===== config.mk =====
export PLATFORM = sky130hd
export DESIGN_NAME = hazard_stall_unit
export DESIGN_NICKNAME = d
export VERILOG_FILES = /design/src/rtl/hazard_stall_unit.sv
export SDC_FILE = /design/constraint.sdc
export NUM_CORES = 1
export LEC_CHECK = 0
export ABC_CLOCK_PERIOD_IN_PS = 2300
export CAP_MARGIN = 10
export CORE_ASPECT_RATIO = 1.75
export CORE_MARGIN = 2
export CORE_UTILIZATION = 40
export CTS_CLUSTER_DIAMETER = 100
export DETAILED_ROUTE_END_ITERATION = 7
export PLACE_DENSITY_LB_ADDON = 0.3
export SLEW_MARGIN = 0
export SYNTH_ARGS = -nofsm -noshare
export SYNTH_HDL_FRONTEND = slang
export SYNTH_SLANG_ARGS = --single-unit

===== constraint.sdc =====
create_clock -name clk -period 2.3 [get_ports clk]
set_clock_uncertainty 0.15 [all_clocks]
set_input_delay 0.46 -clock clk [delete_from_list [all_inputs] [get_ports clk]]
set_output_delay 0.46 -clock clk [all_outputs]
set_load 0.005 [all_outputs]

===== src/rtl/hazard_stall_unit.sv =====
// Hazard detection and stall sequencer for a 5-stage RV32I pipeline: decodes the
// D-stage instruction, tracks E/M producers, and drives bubble/freeze/flush enables.
module hazard_stall_unit #(
  parameter int INSTR_W          = 32,
  parameter int REG_LOG          = 5,
  parameter int LOAD_USE_BUBBLES = 1,
  parameter int LOAD_BR_BUBBLES  = 2,
  parameter int ALU_BR_BUBBLES   = 1,
  parameter int MEM_DELAY        = 2
) (
  input  logic               clk,
  input  logic               rst,
  input  logic [INSTR_W-1:0] instr_in,
  input  logic               instr_valid,
  input  logic               ext_stall,
  input  logic               flush,
  output logic               pc_en,
  output logic               fd_en,
  output logic               de_bubble,
  output logic               fd_flush,
  output logic               pipe_adv,
  output logic [1:0]         state_o
);

  typedef enum logic [1:0] {RUN = 2'd0, BUBBLE = 2'd1, MEM_WAIT = 2'd2} state_t;

  localparam logic [6:0] OP_LUI    = 7'b0110111;
  localparam logic [6:0] OP_AUIPC  = 7'b0010111;
  localparam logic [6:0] OP_JAL    = 7'b1101111;
  localparam logic [6:0] OP_JALR   = 7'b1100111;
  localparam logic [6:0] OP_BRANCH = 7'b1100011;
  localparam logic [6:0] OP_LOAD   = 7'b0000011;
  localparam logic [6:0] OP_STORE  = 7'b0100011;
  localparam logic [6:0] OP_IMM    = 7'b0010011;
  localparam logic [6:0] OP_REG    = 7'b0110011;

  localparam logic [2:0] LU_N  = 3'(LOAD_USE_BUBBLES);
  localparam logic [2:0] LB_N  = 3'(LOAD_BR_BUBBLES);
  localparam logic [2:0] AB_N  = 3'(ALU_BR_BUBBLES);
  localparam logic [3:0] MEM_N = 4'(MEM_DELAY);

  state_t             state, state_n;
  logic [2:0]         bub_cnt, bub_n;
  logic [3:0]         mem_cnt, mem_n;

  logic               e0_valid, e1_valid;
  logic [REG_LOG-1:0] e0_rd, e1_rd;
  logic               e0_ld, e0_mem, e1_ld, e1_mem;

  logic [6:0]         opcode;
  logic [REG_LOG-1:0] rd, rs1, rs2;
  logic               use_rs1, use_rs2, wr_rd, is_br, is_ld, is_st;
  logic               hazard;
  logic [2:0]         need;
  logic               pc_c, fd_c, bub_c, flush_c, adv_c;

  // The M-stage entry is tracked for observability; no current hazard rule reads it.
  logic unused_sig;
  assign unused_sig = ^{instr_in, e1_valid, e1_rd, e1_ld, e1_mem};

  assign opcode = instr_in[6:0];
  assign rd     = instr_in[7 +: REG_LOG];
  assign rs1    = instr_in[15 +: REG_LOG];
  assign rs2    = instr_in[20 +: REG_LOG];

  always_comb begin
    use_rs1 = 1'b0;
    use_rs2 = 1'b0;
    wr_rd   = 1'b0;
    is_br   = 1'b0;
    is_ld   = 1'b0;
    is_st   = 1'b0;
    if (instr_valid) begin
      case (opcode)
        OP_LUI, OP_AUIPC, OP_JAL: wr_rd = 1'b1;
        OP_JALR, OP_IMM: begin
          use_rs1 = 1'b1;
          wr_rd   = 1'b1;
        end
        OP_LOAD: begin
          use_rs1 = 1'b1;
          wr_rd   = 1'b1;
          is_ld   = 1'b1;
        end
        OP_STORE: begin
          use_rs1 = 1'b1;
          use_rs2 = 1'b1;
          is_st   = 1'b1;
        end
        OP_BRANCH: begin
          use_rs1 = 1'b1;
          use_rs2 = 1'b1;
          is_br   = 1'b1;
        end
        OP_REG: begin
          use_rs1 = 1'b1;
          use_rs2 = 1'b1;
          wr_rd   = 1'b1;
        end
        default: ;
      endcase
    end
  end

  assign hazard = e0_valid && (e0_rd != '0) &&
                  ((use_rs1 && rs1 == e0_rd) || (use_rs2 && rs2 == e0_rd));

  always_comb begin
    need = 3'd0;
    if (hazard) begin
      if (e0_ld) need = is_br ? LB_N : LU_N;
      else       need = is_br ? AB_N : 3'd0;
    end
  end

  always_comb begin
    pc_c    = 1'b0;
    fd_c    = 1'b0;
    bub_c   = 1'b0;
    flush_c = 1'b0;
    adv_c   = 1'b0;
    bub_n   = bub_cnt;
    mem_n   = (mem_cnt != 4'd0) ? mem_cnt - 4'd1 : 4'd0;
    state_n = (state == BUBBLE || state == MEM_WAIT) ? state : RUN;
    if (state == MEM_WAIT) begin
      // The freeze is timed by the memory, so it drains even under ext_stall.
      if (mem_cnt <= 4'd1) state_n = (bub_cnt != 3'd0) ? BUBBLE : RUN;
    end else if (ext_stall) begin
      state_n = (state == BUBBLE) ? BUBBLE : RUN;
    end else begin
      adv_c = 1'b1;
      if (flush) begin
        flush_c = 1'b1;
        bub_c   = 1'b1;
        pc_c    = 1'b1;
        fd_c    = 1'b1;
        bub_n   = 3'd0;
        state_n = RUN;
      end else if (state == BUBBLE) begin
        bub_c   = 1'b1;
        bub_n   = (bub_cnt != 3'd0) ? bub_cnt - 3'd1 : 3'd0;
        state_n = (bub_cnt <= 3'd1) ? RUN : BUBBLE;
      end else if (need != 3'd0) begin
        bub_c   = 1'b1;
        bub_n   = need - 3'd1;
        state_n = (need > 3'd1) ? BUBBLE : RUN;
      end else begin
        pc_c    = 1'b1;
        fd_c    = 1'b1;
        state_n = RUN;
      end
      if (MEM_N != 4'd0 && e0_valid && e0_mem) begin
        state_n = MEM_WAIT;
        mem_n   = MEM_N;
      end
    end
  end

  always_ff @(posedge clk or posedge rst) begin
    if (rst) begin
      state    <= RUN;
      bub_cnt  <= 3'd0;
      mem_cnt  <= 4'd0;
      e0_valid <= 1'b0;
      e1_valid <= 1'b0;
    end else begin
      state   <= state_n;
      bub_cnt <= bub_n;
      mem_cnt <= mem_n;
      if (adv_c) begin
        e1_valid <= e0_valid;
        e0_valid <= instr_valid && !bub_c && !flush_c;
      end
    end
  end

  // Scoreboard payload only matters when its valid bit is set, so it carries no reset.
  always_ff @(posedge clk) begin
    if (adv_c) begin
      e1_rd  <= e0_rd;
      e1_ld  <= e0_ld;
      e1_mem <= e0_mem;
      e0_rd  <= wr_rd ? rd : '0;
      e0_ld  <= is_ld;
      e0_mem <= is_ld || is_st;
    end
  end

  assign pc_en     = pc_c & ~rst;
  assign fd_en     = fd_c & ~rst;
  assign de_bubble = bub_c & ~rst;
  assign fd_flush  = flush_c & ~rst;
  assign pipe_adv  = adv_c & ~rst;
  assign state_o   = rst ? 2'd0 : state;

endmodule


==> flow_metrics.tcl <==
# place-and-route summary
set metrics [dict create \
    postSynthSeqShare_pct 38.9 \
    slew_viol_final 0 \
    io_pins 44 \
    internal_power_w 0.000532 \
    holdWs_ns 0.240 \
    final.setup.worst_slack_ns -0.685 \
    fp_util_pct 41.3 \
    r2r_setup_slack_ns -0.65 \
    violated_checks "setup timing" \
    run_status "complete, but fails checks" \
    comb-power_w 0.000152 \
    clk-power_w 0.000247 \
    synth_xor_xnor_area_share_pct 7.40 \
    finished_layout_cells 228 \
    netlist_logic_family_top "simple AND/OR/NAND/NOR gates" \
    synth-edff-count 7 \
    grt-ovfl-total 0 \
    setup_viol 7 \
    sequentialPowerShare_pct 45.6 \
    stage_log_warnings 43 \
    criticalPathCategory "reg2out" \
    drt_first_pass_iters 4 \
    reg2reg_to "state[0]$_DFFE_PP0P_" \
    worstPathBufferInverterCount 3 \
    registers_synthesis 17 \
    timing.critical_path.to "de_bubble" \
    synth_simple_gate_area_share_pct 28.2 \
    postPlaceCellArea_um2 1790 \
    muxShareOfSynthArea_pct 0.951 \
    placeableCoreArea_um2 2860 \
    max-cap-violations 0 \
    pwr_density_cell_nw_per_um2 373 \
]
[flip-flops by register name, summed over array words and instances (netlist names)]
| name | flops |
|---|---|
| e0_ld | 1 |
| state | 2 |
| e0_rd | 5 |
| e0_valid | 1 |
| e0_mem | 1 |
| bub_cnt | 3 |
| mem_cnt | 4 |
[synthesized netlist by cell type (all sizes together), types with 2 or more instances]
library cell  number
dfrtp             10
maj3               2
and2               5
nor2              14
nor3               8
nor4               4
a22oi              2
a22o               2
a21oi              4
xnor2              6
ha                 6
nand2             10
inv                8
edfxtp             7
o21ai              4
o31ai              2
nand4b             2
nand2b             4
nand3              6
xor2               4
o22ai              2
[routing by layer]
layer / GRT usage (%) / vias to the layer above
met4: 12.6 / 0
met3: 4.52 / 9
li1: - / 606
met1: 22.8 / 620
met5: 0 / -
met2: 41.6 / 35
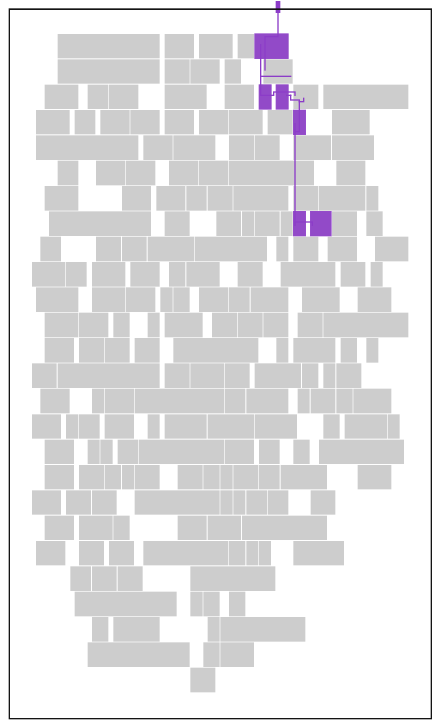
*I/O nets highlighted*
| port | colour | bits | direction | end cells | buffers | wire |
|---|---|---|---|---|---|---|
| `rst` | purple | 1 | input | 6 | 2 | 40.5 um |

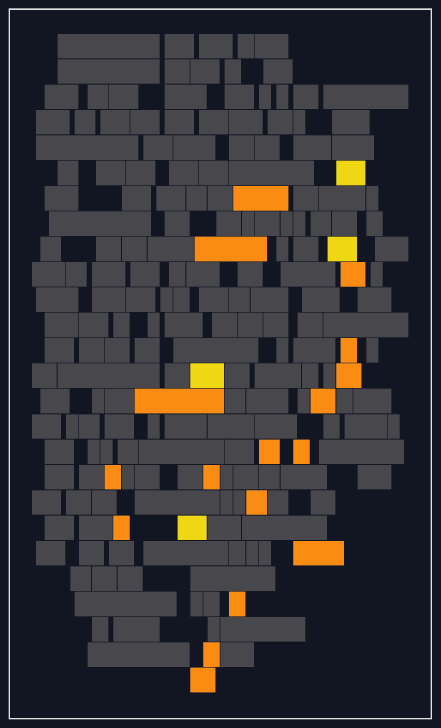
*Gate families picked out*
| family | colour | cells |
|---|---|---|
| aoi and oai cells | orange | 17 |
| non-inverting ao/oa cells | yellow | 4 |

